File: config.mk
export PLATFORM = sky130hd
export DESIGN_NAME = my_uart_tx
export DESIGN_NICKNAME = d
export VERILOG_FILES = /design/src/rtl/my_uart_tx.sv
export SDC_FILE = /design/constraint.sdc
export NUM_CORES = 1
export LEC_CHECK = 0
export CAP_MARGIN = 20
export CORE_AREA = 2 2 67 69
export CTS_CLUSTER_SIZE = 8
export DETAILED_ROUTE_END_ITERATION = 8
export DIE_AREA = 0 0 69 71
export HOLD_SLACK_MARGIN = 0.06
export PLACE_DENSITY = 0.57
export SYNTH_ARGS = -nofsm -noshare
export SYNTH_HDL_FRONTEND = slang
export SYNTH_SLANG_ARGS = --single-unit
File: constraint.sdc
create_clock -name clk -period 6.5 [get_ports clk]
set_clock_uncertainty 0.2 [all_clocks]
set_input_delay 0.975 -clock clk [delete_from_list [all_inputs] [get_ports clk]]
set_output_delay 0.975 -clock clk [all_outputs]
set_load 0.02 [all_outputs]
File: src/rtl/my_uart_tx.sv
// my_uart_tx: UART transmitter, 8N1; define UART_TX_PARITY_EN for 8E1 (even parity bit before stop).
// Latency: tx falls 1 cycle after an accepted start; done pulses 10 (11 with parity) bit-times later.
// Backpressure: busy is high while a frame is in flight and start is ignored until busy drops.
module my_uart_tx #(
    parameter int CLK_HZ = 100000000,
    parameter int BAUD   = 9600
) (
    input  logic       clk,
    input  logic       rst_l,
    input  logic       start,
    input  logic [7:0] data_in,
    output logic       tx,
    output logic       busy,
    output logic       done
);
    localparam int CLKS_PER_BIT = CLK_HZ / BAUD;
    localparam int CNT_W = ($clog2(CLKS_PER_BIT) > 14) ? $clog2(CLKS_PER_BIT) : 14;
    localparam logic [CNT_W-1:0] LAST = CNT_W'(CLKS_PER_BIT - 1);

    typedef enum logic [2:0] {
        IDLE   = 3'd0,
        START  = 3'd1,
        DATA   = 3'd2,
`ifdef UART_TX_PARITY_EN
        PARITY = 3'd4,
`endif
        STOP   = 3'd3
    } state_t;

    state_t           state_q, state_d;
    logic [CNT_W-1:0] cnt_q, cnt_d;
    logic [2:0]       bit_idx_q, bit_idx_d;
    logic [7:0]       shreg_q, shreg_d;
    logic             tx_q, tx_d;
    logic             busy_q, busy_d;
    logic             done_q, done_d;
`ifdef UART_TX_PARITY_EN
    logic             par_q, par_d;
`endif

    logic tick;
    logic accept;

    assign tick   = (cnt_q == LAST);
    assign accept = (state_q == IDLE) && start && !busy_q;

    always_ff @(posedge clk) begin
        if (!rst_l) begin
            state_q   <= IDLE;
            cnt_q     <= '0;
            bit_idx_q <= '0;
            shreg_q   <= '0;
            tx_q      <= 1'b1;
            busy_q    <= 1'b0;
            done_q    <= 1'b0;
`ifdef UART_TX_PARITY_EN
            par_q     <= 1'b0;
`endif
        end else begin
            state_q   <= state_d;
            cnt_q     <= cnt_d;
            bit_idx_q <= bit_idx_d;
            shreg_q   <= shreg_d;
            tx_q      <= tx_d;
            busy_q    <= busy_d;
            done_q    <= done_d;
`ifdef UART_TX_PARITY_EN
            par_q     <= par_d;
`endif
        end
    end

    // Every state transition happens on a tick, so the counter wrap doubles as the clear on entry.
    always_comb begin
        state_d   = state_q;
        cnt_d     = tick ? '0 : cnt_q + CNT_W'(1);
        bit_idx_d = bit_idx_q;
        shreg_d   = shreg_q;
`ifdef UART_TX_PARITY_EN
        par_d     = par_q;
`endif
        case (state_q)
            IDLE: begin
                cnt_d = '0;
                if (accept) begin
                    state_d = START;
                    shreg_d = data_in;
`ifdef UART_TX_PARITY_EN
                    par_d   = ^data_in;
`endif
                end
            end
            START: begin
                if (tick) begin
                    state_d   = DATA;
                    bit_idx_d = '0;
                end
            end
            DATA: begin
                if (tick) begin
                    shreg_d   = {1'b0, shreg_q[7:1]};
                    bit_idx_d = bit_idx_q + 3'd1;
                    if (bit_idx_q == 3'd7) begin
`ifdef UART_TX_PARITY_EN
                        state_d = PARITY;
`else
                        state_d = STOP;
`endif
                    end
                end
            end
`ifdef UART_TX_PARITY_EN
            PARITY: begin
                if (tick) state_d = STOP;
            end
`endif
            STOP: begin
                if (tick) state_d = IDLE;
            end
            default: state_d = IDLE;
        endcase
    end

    // tx is registered from the next state so the line changes exactly on state boundaries.
    always_comb begin
        tx_d   = 1'b1;
        busy_d = busy_q;
        done_d = 1'b0;
        case (state_d)
            START:   tx_d = 1'b0;
            DATA:    tx_d = shreg_d[0];
`ifdef UART_TX_PARITY_EN
            PARITY:  tx_d = par_q;
`endif
            default: tx_d = 1'b1;
        endcase
        if (accept) busy_d = 1'b1;
        if ((state_q == STOP) && tick) begin
            busy_d = 1'b0;
            done_d = 1'b1;
        end
    end

    assign tx   = tx_q;
    assign busy = busy_q;
    assign done = done_q;

endmodule

met1.png
Drawn at 6 px/micron. Supply wires on this layer in grey.
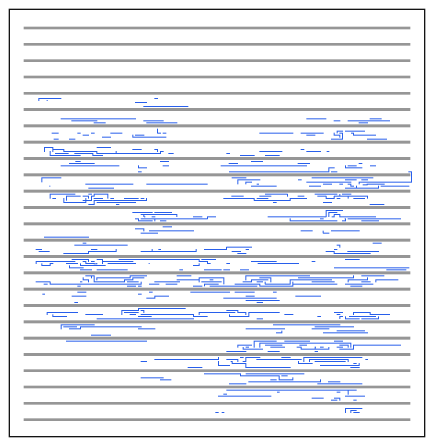
nets with wire on the layer: 158
share of all routed wire: 47%
longest straight run: 21.6 microns

met2.png
Drawn at 4 px/micron. Cells faint in the background.
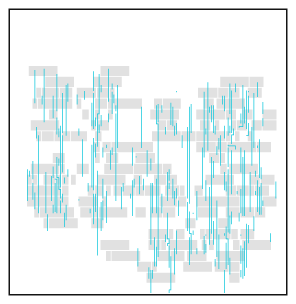
share of all routed wire: 45%
longest straight run: 33.1 microns
wire length on this layer: 1220 microns
main direction: vertical
nets with wire on the layer: 142

met3.png
Drawn at 6 px/micron.
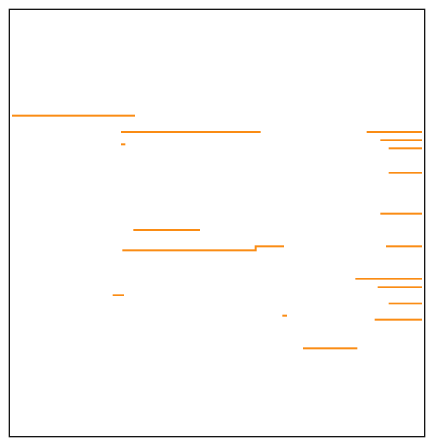
wire length on this layer: 162 microns
share of all routed wire: 5.9%
longest straight run: 23.0 microns
nets with wire on the layer: 13

final_placement.png
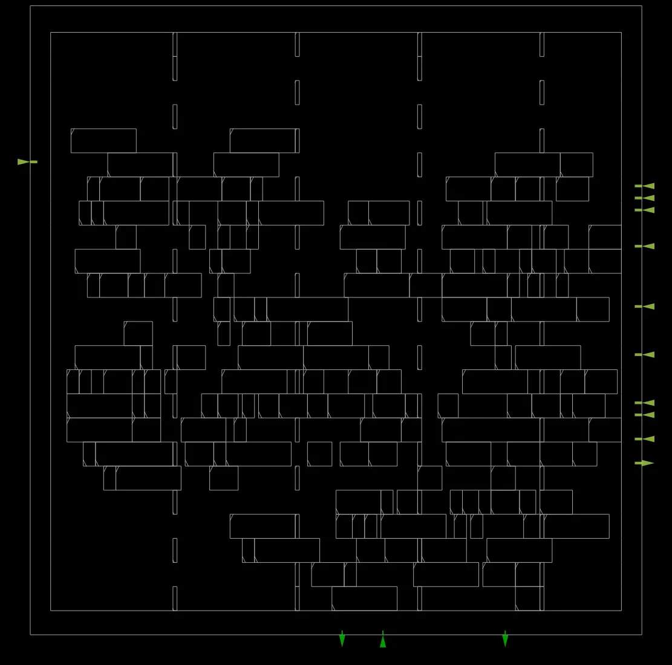
Final Core Density: 0.405
Core Area: 4200 sq um
Placement Rows: 24
Flop Count: 31

pins.png
Drawn at 6 px/micron. Pins as bars across the die edge, other pins in grey.
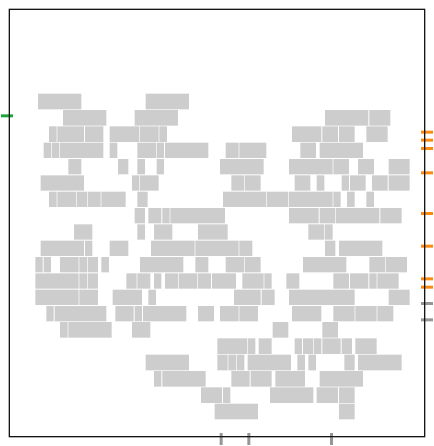
[data_in] orange | pins: 8 | direction: input | edge: right
[clk] green | pins: 1 | direction: input | edge: left
all pins by edge: 10 right, 3 bottom, 1 left

==> Flow_metrics.wiki <==
== Metrics ==
{| class="wikitable"
! Metric !! Value
|-
| Power share of the sequential group || 0.477
|-
| Switching power summed over all nets || 0.0838 mW
|-
| Post-synthesis instance area || between 1000 and 1500 sq um
|-
| Setup repair after global routing missed its margin || no
|-
| TritonCTS Sinks || 31
|-
| Placed instance count || 211
|-
| Slew Viols, Final || 0
|-
| Hold buffers post-CTS || 0
|-
| FMAX || ~340 MHz
|-
| Setup violations, final || 0
|-
| Most frequently used cell type in the post-synthesis netlist || sky130_fd_sc_hd__dfxtp_1
|-
| Post-synthesis share of cell area spent on full adders, half adders and majority gates || 0.0265
|-
| Cell type with the highest aggregate area in the netlist || sky130_fd_sc_hd__dfxtp_1
|-
| First-pass iteration count of the detailed router || 4
|-
| Max power group || registers
|-
| Leading cell types by count after synthesis || 31 x sky130_fd_sc_hd__dfxtp_1, 24 x sky130_fd_sc_hd__nor2_1, 11 x sky130_fd_sc_hd__nand2_1
|-
| Effective utilization at floorplan || 0.337
|-
| Leak pwr || 0.573 nW
|-
| Violation tally from detailed-route iteration zero || 47
|-
| Status || complete, no violations
|-
| Power, Total || just over 0.4 mW
|-
| TritonCTS clock tree || built
|-
| H-tree levels || 2
|-
| Reg2reg start || state_q[2]
|-
| Clock-pin slew on the worst setup and hold paths || ~60 ps
|-
| Number of distinct library cells after synthesis || 42
|-
| Fraction of the mapped netlist area in simple logic gates || 0.266
|-
| Share of the yosys chip area belonging to registers || 0.438
|-
| Met2 Wirelength || ~1200 microns
|-
| Kind of launch point of the worst setup path || input pin
|-
| Critical Path Start || start
|-
| Fraction of final layout cells sized beyond drive strength 1 || 0.108
|-
| Input/output buffers || 13
|-
| Count of warnings emitted by yosys || 0
|-
| R2r endpoint || shreg_q[6]
|}
-- final cells by class --
cell class / instances / area [sq um]
fill: 416 / 2500
multi-input combinational: 110 / 747
sequential: 31 / 621
timing repair buffer: 14 / 138
clock buffer: 6 / 82.6
tap: 52 / 65.1
clock inverter: 2 / 35.0
inverter: 4 / 15.0
-- critical path, stage by stage --
cell and delay, ps:
sky130_fd_sc_hd__clkdlybuf4s50_1 440, sky130_fd_sc_hd__or4b_4 470, sky130_fd_sc_hd__nor2_1 570, sky130_fd_sc_hd__a21oi_1 230
sky130_fd_sc_hd__nand2_1 130, sky130_fd_sc_hd__a21boi_0 80
-- sequential cells by signal, summed over array words and instances (netlist names) --
name,cells
cnt_q,14
shreg_q,8
bit_idx_q,3
state_q,3
busy,1
done,1
tx,1
Power and IR drop assume default switching activity.
